**Run 1: layout detail**

Region (35, 15) to (65, 45) um. Cells in grey, sequential cells in the stronger grey; small squares are vias.
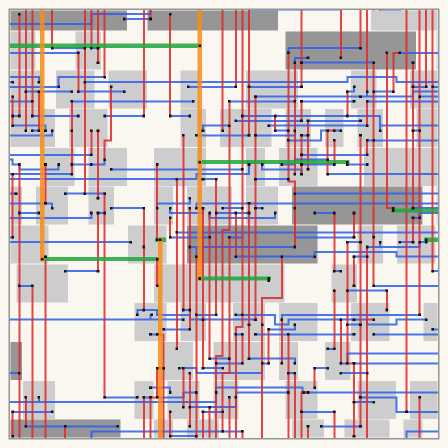
**Run 1: gate-type map**

Drawn at 6 px/um.
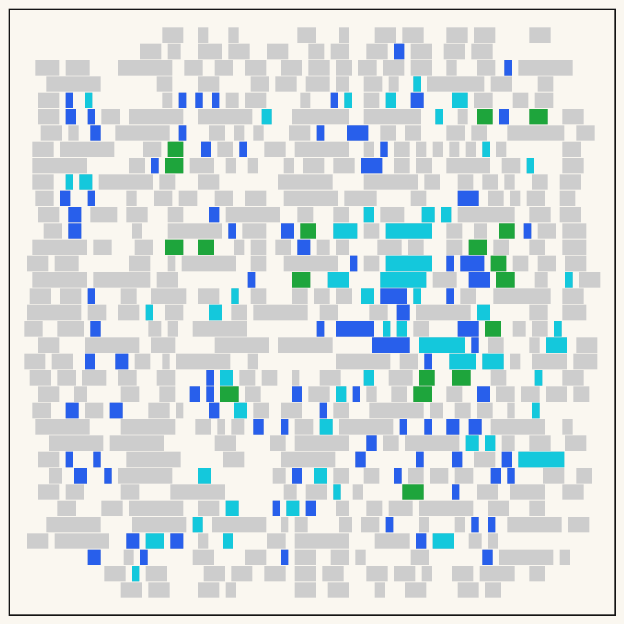
**Run 1: routed metal per tile**

Drawn at 4 px/um. The die is cut into 20 by 20 equal tiles; white is low, dark blue is high, scaled to the fullest tile. Values are wire area over tile area, all layers added.
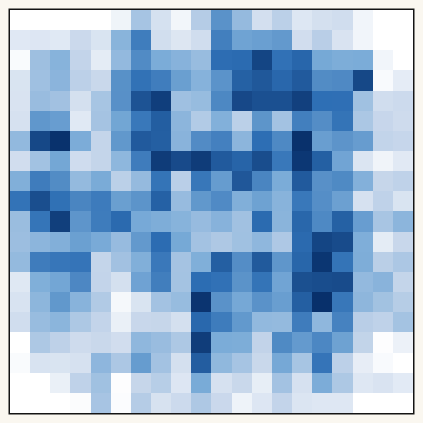
**Run 1: routing congestion map**

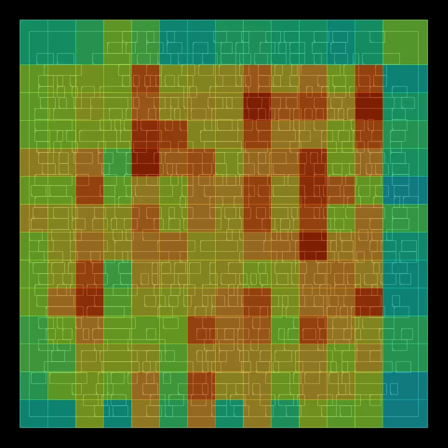
==> config.mk <==
export PLATFORM = sky130hd
export DESIGN_NAME = if_pc_redirect
export DESIGN_NICKNAME = d
export VERILOG_FILES = /design/src/rtl/if_pc_redirect.sv
export SDC_FILE = /design/constraint.sdc
export NUM_CORES = 1
export LEC_CHECK = 0
export CAP_MARGIN = 20
export CELL_PAD_IN_SITES_DETAIL_PLACEMENT = 1
export CELL_PAD_IN_SITES_GLOBAL_PLACEMENT = 1
export CORE_MARGIN = 2
export CORE_UTILIZATION = 36
export CTS_BUF_LIST = sky130_fd_sc_hd__clkbuf_16
export CTS_CLUSTER_SIZE = 10
export DETAILED_ROUTE_END_ITERATION = 7
export PLACE_DENSITY_LB_ADDON = 0.1
export SETUP_SLACK_MARGIN = 0.4
export SLEW_MARGIN = 5
export SYNTH_ARGS = -nofsm -noshare
export SYNTH_HDL_FRONTEND = slang
export SYNTH_SLANG_ARGS = --single-unit
==> constraint.sdc <==
create_clock -name clk -period 2.81 [get_ports clk]
set_clock_uncertainty 0.1 [all_clocks]
set_input_delay 0.281 -clock clk [delete_from_list [all_inputs] [get_ports clk]]
set_output_delay 0.281 -clock clk [all_outputs]
set_load 0.03 [all_outputs]
==> impl_metrics.yaml <==
# physical design summary
outcome:
  status: "completed"
setup_path:
  cp_slowest_cell: "dfrtp_1"
  cp-end-kind: "output pin"
  criticalPathCategory: "reg -> out"
  crit_path_start_kind: "register"
  critPathRequiredTime_ns: 2.43
  cp_cell_sequence: "ha_2 > and4_4 > buf_4 > nand2_4 > buf_6 > nor4_4 > xor2_2 > buf_6"
  crit_top_cell: "buf_6"
  cp_slowest_stage_delay_ns: 0.40
  cp.arrival_ns: 2.11
  ff2ff_setup_slack_ns: 0.71
  rr_worst_depth: 6
  crit_path_max_fanout: 4
synth:
  synthFlopType: "dfrtp_1"
  syn_area_um2: 3370
  yosys_warnings: 0
  top_area_share_pct: 37.9
  async_reset_ff_share_pct: 100
  adder_share_pct: 0.743
  numSynthFlops: 51
  yosys.cell_types.count: 53
  ys_area_um2: 3370
  yosysCellCount: 381
  yosys.area_share.aoi_pct: 15.2
  yosys.area.top_type: "dfrtp_1"
  ys_top_cells_by_area: "dfrtp_1, xnor2_1, nand2_1"
  synthCells: 381
  synthTopLogicFamily: "simple AND/OR/NAND/NOR gates"
  ys_sh_simple_pct: 27.7
  xor_area_share_pct: 10.7
  synthesis.nets: 419
  ys_seq_share_pct: 37.9
  syn_avg_cell_area_um2: 8.84
  mux_share_pct: 3.08
  edf_count: 0
global_route:
  grt_max_degree: 42
  grt_pass1_wl_mm: 19.0
  antenna_found_initial: 0
  grt_overflow: 0
  grtUsageMet1_pct: 29.5
  grt-busiest-layer: "met2"
  grt_pass1_vias: 3713
cts:
  clockRootBuffer: "clkbuf_16"
  clk_pin_slew_ns: 0.07
  cts_buffers: 5
  cts_tree: "built"
  clk_latency_ns: 0.30
  htreeDepth: 2
  clockBufferDepth: 2
  postCtsHoldBufs: 0
  cts_sinks: 51
floorplan:
  fp.dieW_um: 101
  core_area_um2: 9150
  rows: 35
  die_h_um: 101
  fp_util_pct: 36.8
  io-pin-count: 120
  design.die.area_um2: 10100
routing:
  highest_layer: "met4"
  dr_wl_met2_mm: 6.42
  wl_met1_mm: 5.08
  route.detailed.drc: 0
  ant_nets: 0
  drt_iter0_markers: 105
  met3WireLength_um: 632
  drt-vias-per-instance: 5.50
  vias: 3547
  firstDrtPassIters: 4
final_layout:
  layout-drive-gt1-share_pct: 25.8
  area_delta_synth_final_pct: 55.8
  antenna_cells: 0
  nNetsFinal: 571
  largest_register_ff_count: 32
  design_area_um2: 5250
placement:
  port_buffers: 119
  globalplace.congestion: 0.786
  placed_cell_area_um2: 4800
  dp_hpwl_mm: 8.49
final_timing:
  finalHoldViolCount: 0
  hold_slack_ns: 0.0254
  drv_slew: 0
  finalCriticalPeriod_ns: 2.49
  worst_pin_slew_ns: 0.948
  final.setup.tns_ns: 0
  slew_headroom_pct: 36.8
  finalSetupViolCount: 0
  period_used_pct: 88.6
  rsz0062_at_grt: "yes"
  max_freq_mhz: 401
pwr:
  ir_worst_vdd_mv: 0.392
  static-leakage-power_nw: 2.19
  power.density_nw_per_um2: 911
hold_path:
  min_path_type: "in -> async"
run:
  maxCapViolations: 0
  warning_count: 28
-- 'layout detail' (at the start) --
legend:
  met3:
    colour: green
  met4:
    colour: orange
  met2:
    colour: red
  met1:
    colour: blue
sequential cells in the window: 5
cells with their middle in the window: 56
most frequent: buf_4 (8), nand3_1 (6)

-- 'gate-type map' (at the start) --
legend:
  NAND gates:
    colour: blue
    cells: 90
    most_used: nand2_1
    where: all over the die
  NOR gates:
    colour: cyan
    cells: 53
    most_used: nor2_1
    where: all over the die
  AND-OR and OR-AND gates:
    colour: green
    cells: 18
most numerous logic cell after layout: clkdlybuf4s50_1
non-filler cells, final: 645
Comb area share: 40.0%

-- 'routed metal per tile' (at the start) --
tiles over half the peak: 39%
fullest tile: 0.43
densest ninth of the die: centre
Routed WL: 12.3 mm
drt wl/cell: 19.1 um
total track usage: 23.8%

-- 'routing congestion map' (at the start) --
met2 GRT Util: 42.3%
met3 Track Usage GR: 5.34%

run 1: through the flow:
| stage | power, mW | std cells | setup WS (ns) | utilization (%) |
|---|---|---|---|---|
| 2_1_floorplan | 2.78 | 381 | 0.411 | - |
| 3_3_place_gp | 3.93 | 610 | 0.210 | 52.5 |
| 3_5_place_dp | 4.01 | 610 | 0.148 | 52.5 |
| 4_1_cts | 4.66 | 629 | 0.233 | 55.9 |
| 5_1_grt | 5.04 | 645 | 0.215 | 57.4 |
| 6_report | 4.78 | 645 | 0.319 | 57.4 |
run 1: Yosys cell counts (2+ instances only):
cell	number
o21ai_0	21
a21oi_1	10
clkbuf_1	12
buf_1	2
mux2i_1	7
nand2b_1	2
a31oi_1	7
a22o_1	3
nand3_2	3
nor2_1	20
nand4_1	13
buf_2	14
nor3_1	14
buf_4	2
dfrtp_1	51
o31ai_1	3
o22a_1	5
inv_1	5
or3_1	2
xor2_1	13
and4_1	5
xnor2_1	28
o211ai_1	2
and3_1	11
o21a_1	5
or4_1	2
and3_4	3
mux2_2	3
nor4_1	3
nor4_2	5
a22oi_1	2
o22ai_1	2
a2bb2oi_1	4
nand2_1	44
a21o_1	3
nor2b_1	7
ha_1	2
nand3_1	26
run 1: timing repair:
| action | in CTS | in global routing |
|---|---|---|
| setup buffers | 11 | 16 |
| pin swaps | 9 | 12 |
| gates resized | 88 | 41 |
| endpoints found under the setup margin | 26 | 20 |
run 1: final cells by class:
| cell class | count | area [um^2] |
|---|---|---|
| Clock buffer | 5 | 125 |
| Clock inverter | 3 | 20.0 |
| Fill cell | 1053 | 3900 |
| Inverter | 6 | 22.5 |
| Multi-Input combinational cell | 294 | 2100 |
| Sequential cell | 51 | 1280 |
| Tap cell | 111 | 139 |
| Timing Repair Buffer | 175 | 1560 |
run 1: report_power, final:
part           internal (mW)  total (mW)  switching (mW)
sequential             0.944        1.22           0.279
clock                  0.330       0.626           0.297
combinational           1.21        2.93            1.72
run 1: cell families (layout without fill, tap and decap cells):
kind of cell	count (synthesis)	count (layout)
adder cells (fa/ha/maj)	2	2
XOR/XNOR	41	41
AND/OR/NAND/NOR	167	167
multiplexers	10	10
flip-flops	51	51
buffers and inverters	36	189
AND-OR/OR-AND	74	74
run 1: critical path, delay by kind of cell (launching register included):
kind / cells / cell delay [ns]
xor gates and xnor gates: 1 / 0.17
adders and majority gates: 1 / 0.22
buffers and inverters: 3 / 0.40
DFF: 1 / 0.40
and+or+nand+nor: 3 / 0.61
run 1: cells in the final DEF (no fill, tap or decap), types with 5 or more instances in the layout:
master / instances
clkdlybuf4s50_1: 91
buf_4: 58
dfrtp_1: 45
nand2_1: 43
xnor2_1: 25
nand3_1: 22
o21ai_0: 21
nor2_1: 17
nand4_1: 13
xor2_1: 11
nor3_1: 10
a21oi_1: 10
buf_2: 10
and3_1: 9
a31oi_1: 7
nor2b_1: 7
mux2i_1: 7
dfrtp_2: 6
inv_1: 5
nand3_2: 5
nor4_4: 5
o21a_1: 5
o22a_1: 5
clkbuf_16: 5
clkdlybuf4s15_2: 5
No activity file was given, so power comes from the tool's default toggle rates.
